===== src/rtl/core_writeback_arb_pkg.sv =====
// Shared types and default sizes for the core writeback arbiter.
// A wb_line is one register-file write request: valid bit, destination and data.
package core_writeback_arb_pkg;

  localparam int WB_NUM_PORTS = 2;
  localparam int WB_NUM_SRC   = 3;
  localparam int WB_ADDR_W    = 5;
  localparam int WB_DATA_W    = 32;

  typedef struct packed {
    logic                 ready;
    logic [WB_ADDR_W-1:0] addr;
    logic [WB_DATA_W-1:0] data;
  } wb_line;

  // Pointer width for n sources; a single source still gets one bit.
  function automatic int ptr_width(input int n);
    return (n > 1) ? $clog2(n) : 1;
  endfunction

endpackage


===== src/rtl/core_writeback_arb_rr_pick.sv =====
// Round-robin picker: grants the first eligible source at or after ptr.
// Sources already granted to a lower-indexed port are removed via mask.
module core_writeback_rr_pick
  import core_writeback_arb_pkg::*;
#(
  parameter int NUM_SRC = WB_NUM_SRC,
  parameter int PTR_W   = ptr_width(NUM_SRC)
) (
  input  logic [NUM_SRC-1:0] req,
  input  logic [PTR_W-1:0]   ptr,
  input  logic [NUM_SRC-1:0] mask,
  output logic [NUM_SRC-1:0] grant
);

  logic [NUM_SRC-1:0] elig;
  logic               found;
  int                 pos;

  assign elig = req & ~mask;

  always_comb begin
    grant = '0;
    found = 1'b0;
    pos   = 0;
    for (int k = 0; k < NUM_SRC; k++) begin
      pos = int'(ptr) + k;
      if (pos >= NUM_SRC) pos = pos - NUM_SRC;
      for (int s = 0; s < NUM_SRC; s++) begin
        if (!found && elig[s] && (s == pos)) begin
          grant[s] = 1'b1;
          found    = 1'b1;
        end
      end
    end
  end

endmodule


===== src/rtl/core_writeback_arb.sv =====
// Register-file writeback arbiter: dedicated priority source per port, remaining
// ports shared round-robin among stallable sources, one-cycle registered output.
module core_writeback_arb
  import core_writeback_arb_pkg::*;
#(
  parameter int NUM_PORTS = WB_NUM_PORTS,
  parameter int NUM_SRC   = WB_NUM_SRC
) (
  input  logic               clk,
  input  logic               rst_n,
  input  wb_line             wb_prio [NUM_PORTS],
  input  wb_line             wb_src  [NUM_SRC],
  output wb_line             wr      [NUM_PORTS],
  output logic [NUM_SRC-1:0] wb_stall
);

  localparam int PTR_W = ptr_width(NUM_SRC);

  logic [PTR_W-1:0]   rr_ptr;
  logic [PTR_W-1:0]   rr_ptr_d;
  logic [NUM_SRC-1:0] src_req;
  logic [NUM_SRC-1:0] granted;
  logic [NUM_SRC-1:0] mask       [NUM_PORTS+1];
  logic [NUM_SRC-1:0] pick       [NUM_PORTS];
  logic [NUM_SRC-1:0] port_grant [NUM_PORTS];
  wb_line             wr_d       [NUM_PORTS];

  always_comb begin
    src_req = '0;
    for (int s = 0; s < NUM_SRC; s++) src_req[s] = wb_src[s].ready;
  end

  // Each port sees the sources already taken by lower ports as masked.
  assign mask[0] = '0;

  for (genvar p = 0; p < NUM_PORTS; p++) begin : g_port
    core_writeback_rr_pick #(
      .NUM_SRC (NUM_SRC),
      .PTR_W   (PTR_W)
    ) u_pick (
      .req   (src_req),
      .ptr   (rr_ptr),
      .mask  (mask[p]),
      .grant (pick[p])
    );
    assign port_grant[p] = wb_prio[p].ready ? '0 : pick[p];
    assign mask[p+1]     = mask[p] | port_grant[p];
  end

  assign granted  = mask[NUM_PORTS];
  assign wb_stall = src_req & ~granted;

  // Higher ports overwrite rr_ptr_d, so it follows the last source granted.
  always_comb begin
    rr_ptr_d = rr_ptr;
    for (int p = 0; p < NUM_PORTS; p++) begin
      wr_d[p] = '0;
      if (wb_prio[p].ready) begin
        wr_d[p] = wb_prio[p];
      end else begin
        for (int s = 0; s < NUM_SRC; s++) begin
          if (port_grant[p][s]) begin
            wr_d[p]  = wb_src[s];
            rr_ptr_d = (s == NUM_SRC - 1) ? '0 : PTR_W'(s + 1);
          end
        end
      end
    end
  end

  always_ff @(posedge clk or negedge rst_n) begin
    if (!rst_n) begin
      rr_ptr <= '0;
      for (int p = 0; p < NUM_PORTS; p++) wr[p] <= '0;
    end else begin
      rr_ptr <= rr_ptr_d;
      for (int p = 0; p < NUM_PORTS; p++) wr[p] <= wr_d[p];
    end
  end

endmodule

===== config.mk =====
export PLATFORM = sky130hd
export DESIGN_NAME = core_writeback_arb
export DESIGN_NICKNAME = d
export VERILOG_FILES = /design/src/rtl/core_writeback_arb_pkg.sv /design/src/rtl/core_writeback_arb_rr_pick.sv /design/src/rtl/core_writeback_arb.sv
export SDC_FILE = /design/constraint.sdc
export NUM_CORES = 1
export LEC_CHECK = 0
export ABC_CLOCK_PERIOD_IN_PS = 6900
export CORE_MARGIN = 4
export CORE_UTILIZATION = 24
export DETAILED_ROUTE_END_ITERATION = 7
export HOLD_SLACK_MARGIN = 0.15
export PLACE_DENSITY = 0.6
export REMOVE_ABC_BUFFERS = 1
export SKIP_CTS_REPAIR_TIMING = 1
export SLEW_MARGIN = 30
export SYNTH_ARGS = -nofsm -noshare
export SYNTH_HDL_FRONTEND = slang
export SYNTH_HIERARCHICAL = 1
export SYNTH_SLANG_ARGS = --single-unit

===== constraint.sdc =====
create_clock -name clk -period 6.9 [get_ports clk]
set_input_delay 1.035 -clock clk [delete_from_list [all_inputs] [get_ports clk]]
set_output_delay 1.035 -clock clk [all_outputs]
set_load 0.02 [all_outputs]

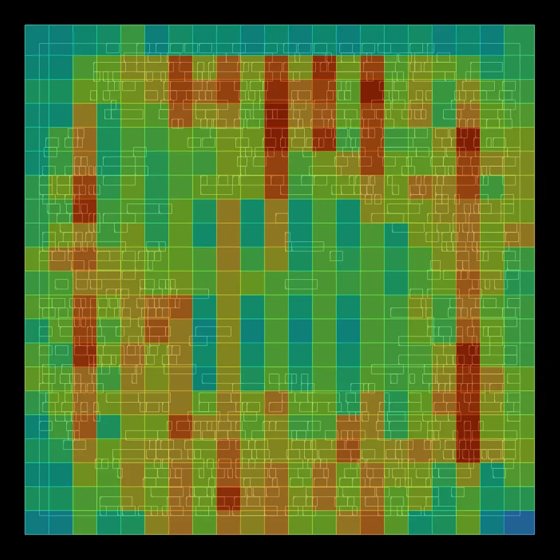
Fig. 1. Congestion heat map.
share of the core filled with cells: 0.418
Avg WL per Cell: 18.3 um

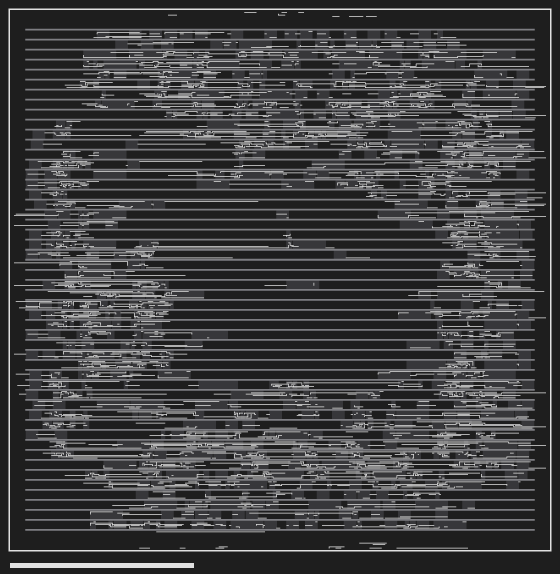
Fig. 2. The metal 1 layer.
The bar under the picture is 50 um long. Supply wires on this layer in gray.
The layer holds 41% of the routed length. 895 nets have wire on it. The wires run mostly horizontal.
overall via count from detail_route: 5130
WL final: 19.7 mm
Global Route met1 Usage: 0.222

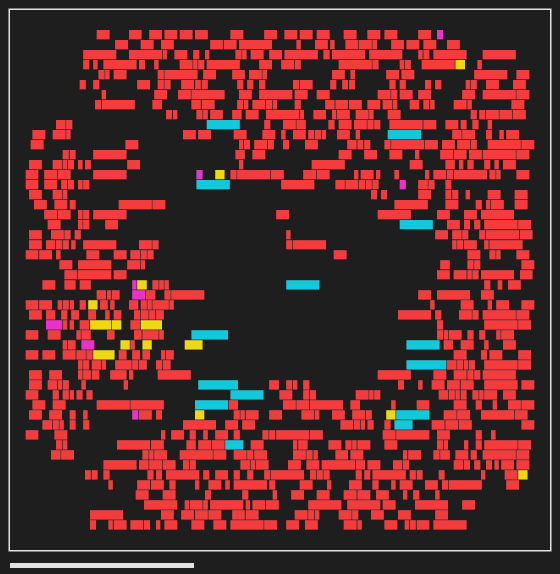
Fig. 3. Drive-strength map.
The bar under the picture is 50 um long.
Key: x1 and smaller = red [cells 781]; x3 and x4 = yellow [cells 14]; x2 = magenta [cells 8]; x6 and larger = cyan [cells 14]

==> reports/qor.rpt <==
======================================================================================
Result of the run ....................................................... finished, final reports clean
Final setup skew ........................................................   0.00644 ns
Number of enable flip-flop cells ........................................            0
Setup crit end kind .....................................................  output port
Most instantiated cells after synthesis ................................. 115 x o21ai_1, 113 x nand2_1, 83 x a21oi_1
Fillers .................................................................         1918
Most common cell after layout, fill and taps aside ...................... clkdlybuf4s50_1
Worst path buffer plus inverter count ...................................            3
Met2 usage ..............................................................        0.317
Final GP Congestion .....................................................        0.807
Critical path's top delay family ........................................ buffers and inverters
Count of max-cap constraint violations ..................................            0
Detailed route wirelength on metal3 .....................................      1.22 mm
Vias per inst ...........................................................         4.76
Logic gate fraction of the total cell area ..............................        0.311
Arrival time of the worst setup path ....................................      4.20 ns
Vertical die dimension ..................................................       147 um
Fraction of layout cells with a size suffix above 1 .....................       0.0441
Total area of multi-input combinational cells ...........................    2450 um^2
Final Critical Period ...................................................      5.24 ns
Flop share of the area ..................................................        0.248
Number of global-route vias before repair ...............................         5266
Final net count .........................................................         1009
Wire length of the first global-routing pass ............................      30.4 mm
Tapcell Cnt .............................................................          260
Die Wd ..................................................................       147 um
Leakage dissipation .....................................................      3.04 nW
Total power draw ........................................................      2.63 mW
Post-synthesis cell count ...............................................          573
CP dominant cell by count ............................................... clkdlybuf4s50_1
Multi-input combinational cell count ....................................          436
Crit path launch type ...................................................    input pin
Fraction of registers with async set/reset ..............................         1.00
Starting utilization of the core area ...................................        0.245
Clock slew at the register clock pins of the worst setup and hold paths .      0.06 ns
Critical path data required time ........................................      5.86 ns
Final Max-Slew Violation Tally ..........................................            0
Post-synth area hogs .................................................... dfrtp_1 42%, o21ai_1 12%, nand2_1 9.2%
Logic pwr share .........................................................        0.560
Sequential area share after synthesis ...................................        0.422
Sequential Power Share ..................................................        0.237
Maximum number of pins on one net before global-route repair ............           79
Drt drc .................................................................            0
Overall track demand over capacity in global routing ....................        0.179
Clock tree from TritonCTS ...............................................        built
Clock tree sinks ........................................................           78
Most instantiated flip-flop cell in the synthesis netlist ...............      dfrtp_1
Chip Area ...............................................................   21500 um^2
Commonest cells after routing, fill and taps aside ...................... 267 x clkdlybuf4s50_1, 115 x o21ai_1, 113 x nand2_1, 80 x a21oi_1, 78 x dfrtp_1
Peak VDD IR .............................................................     0.185 mV
Core Region .............................................................   18800 um^2
Number of setup violations in the final report ..........................            0
Layout Area Growth over Synthesis .......................................        70.2%
Path type of the worst setup path ....................................... input pin to output port
I/O pins ................................................................          271
Layout sequential cell count ............................................           78
Slowest-stage cell, CP ..................................................        inv_2
DRT met1 WL .............................................................      8.12 mm
Area of the mapped netlist ..............................................    4620 um^2
First-pass iteration count of the detailed router .......................            5
Count of inverters other than clock inverters in the layout .............            8
Setup Slack @ Placement .................................................      1.67 ns
Iteration-0 DRC count of the detailed router ............................          215
Cell internal power dissipation .........................................      1.58 mW
Average instance area after synthesis ...................................    8.06 um^2
Final critical-path setup slack .........................................      1.66 ns
Clk buf depth ...........................................................            2
Tightest Hold Check Type ................................................ input pin to async pin
Met3 global-route usage .................................................       0.0312
Net switching share of the total power ..................................        0.399
Sum of overflow across all layers after global routing ..................            0
Netlist cell types ......................................................           27
Sum of net half-perimeters after detailed placement .....................      13.6 mm
Dominant class by area .................................................. non-clock buffers
Grt peak-use layer ......................................................         met2
Yosys warns .............................................................            6
Largest area contributor in the synthesized netlist .....................      dfrtp_1
Top achievable clock speed ..............................................      191 MHz
Register area ...........................................................    1950 um^2
Detail Route met2 WL ....................................................      10.0 mm
Final-layout clock-cell area share ......................................       0.0411
Final Hold Violating Endpoints ..........................................            0
Antenna-violating nets left .............................................            0
H-tree depth ............................................................            3
Inserted Clock Buffers ..................................................            9
Synth top area share ....................................................        0.422
Uppermost layer routed ..................................................         met4
Site row count ..........................................................           50
Port Buffers ............................................................          270
Cells along the critical path ........................................... clkdlybuf4s50_1 > nand3b_1 > o211ai_1 > a21oi_4 > nor2b_1 > nand2b_1 > o21ai_0 > nor3_2 > inv_2 > o21ai_1 > nor2_1 > clkdlybuf4s50_1
Count of clock-net buffers in the final layout ..........................           11
Max stage delay on crit path ............................................      0.62 ns
Most popular library cell in the synthesized design by count ............      o21ai_1
Fin crit share ..........................................................        0.759
Number of buffers other than clock buffers in the final layout ..........          280
Setup tns final .........................................................         0 ns
======================================================================================
==> final timing paths <==
kind | start | endpoint | slack (ns) | depth (start not counted)
min in group clk | rr_ptr[0] | rr_ptr[0] | 0.77 | 2
setup / recovery | wb_src[75] | wb_stall[2] | 1.66 | 12
hold / removal | rst_n | wr[57] | 0.64 | 1
setup reg to reg | rr_ptr[0] | wr[24] | 3.26 | 15
max in group asynchronous | rst_n | wr[58] | 5.26 | 2
hold reg to reg | rr_ptr[0] | rr_ptr[0] | 0.77 | 2
==> power groups by stage <==
stage / Combinational, mW / Clock, mW / Sequential [mW]
2_1_floorplan: 0.668 / 0 / 0.782
3_3_place_gp: 1.45 / 0 / 0.629
3_5_place_dp: 1.48 / 0 / 0.631
4_1_cts: 1.48 / 0.549 / 0.624
5_1_grt: 1.61 / 0.567 / 0.636
6_report: 1.47 / 0.532 / 0.622
==> logic make-up after synthesis <==
logic type | count (synthesis) | synth area share
adders and majority gates | 4 | 0.0108
AOI/OAI and AO/OA | 246 | 0.312
DFF | 78 | 0.422
buffers and inverters | 63 | 0.0626
and+or+nand+nor | 181 | 0.191
other | 1 | 0.000812
==> metrics by stage <==
| stage | hold WS (ns) | cells | utilization | area [um^2] |
|---|---|---|---|---|
| 2_1_floorplan | 0.634 | 522 | - | 4380 |
| 3_3_place_gp | 0.753 | 1061 | 0.399 | 7510 |
| 3_5_place_dp | 0.761 | 1062 | 0.400 | 7540 |
| 4_1_cts | 0.641 | 1077 | 0.417 | 7860 |
| 5_1_grt | 0.659 | 1077 | 0.417 | 7860 |
| 6_report | 0.637 | 1078 | 0.418 | 7860 |
==> state kept, by name (all words and copies together) (netlist names) <==
signal / flops
rr_ptr: 2
wr: 76
Power figures rest on the tool's default switching activity, not on a simulated workload.
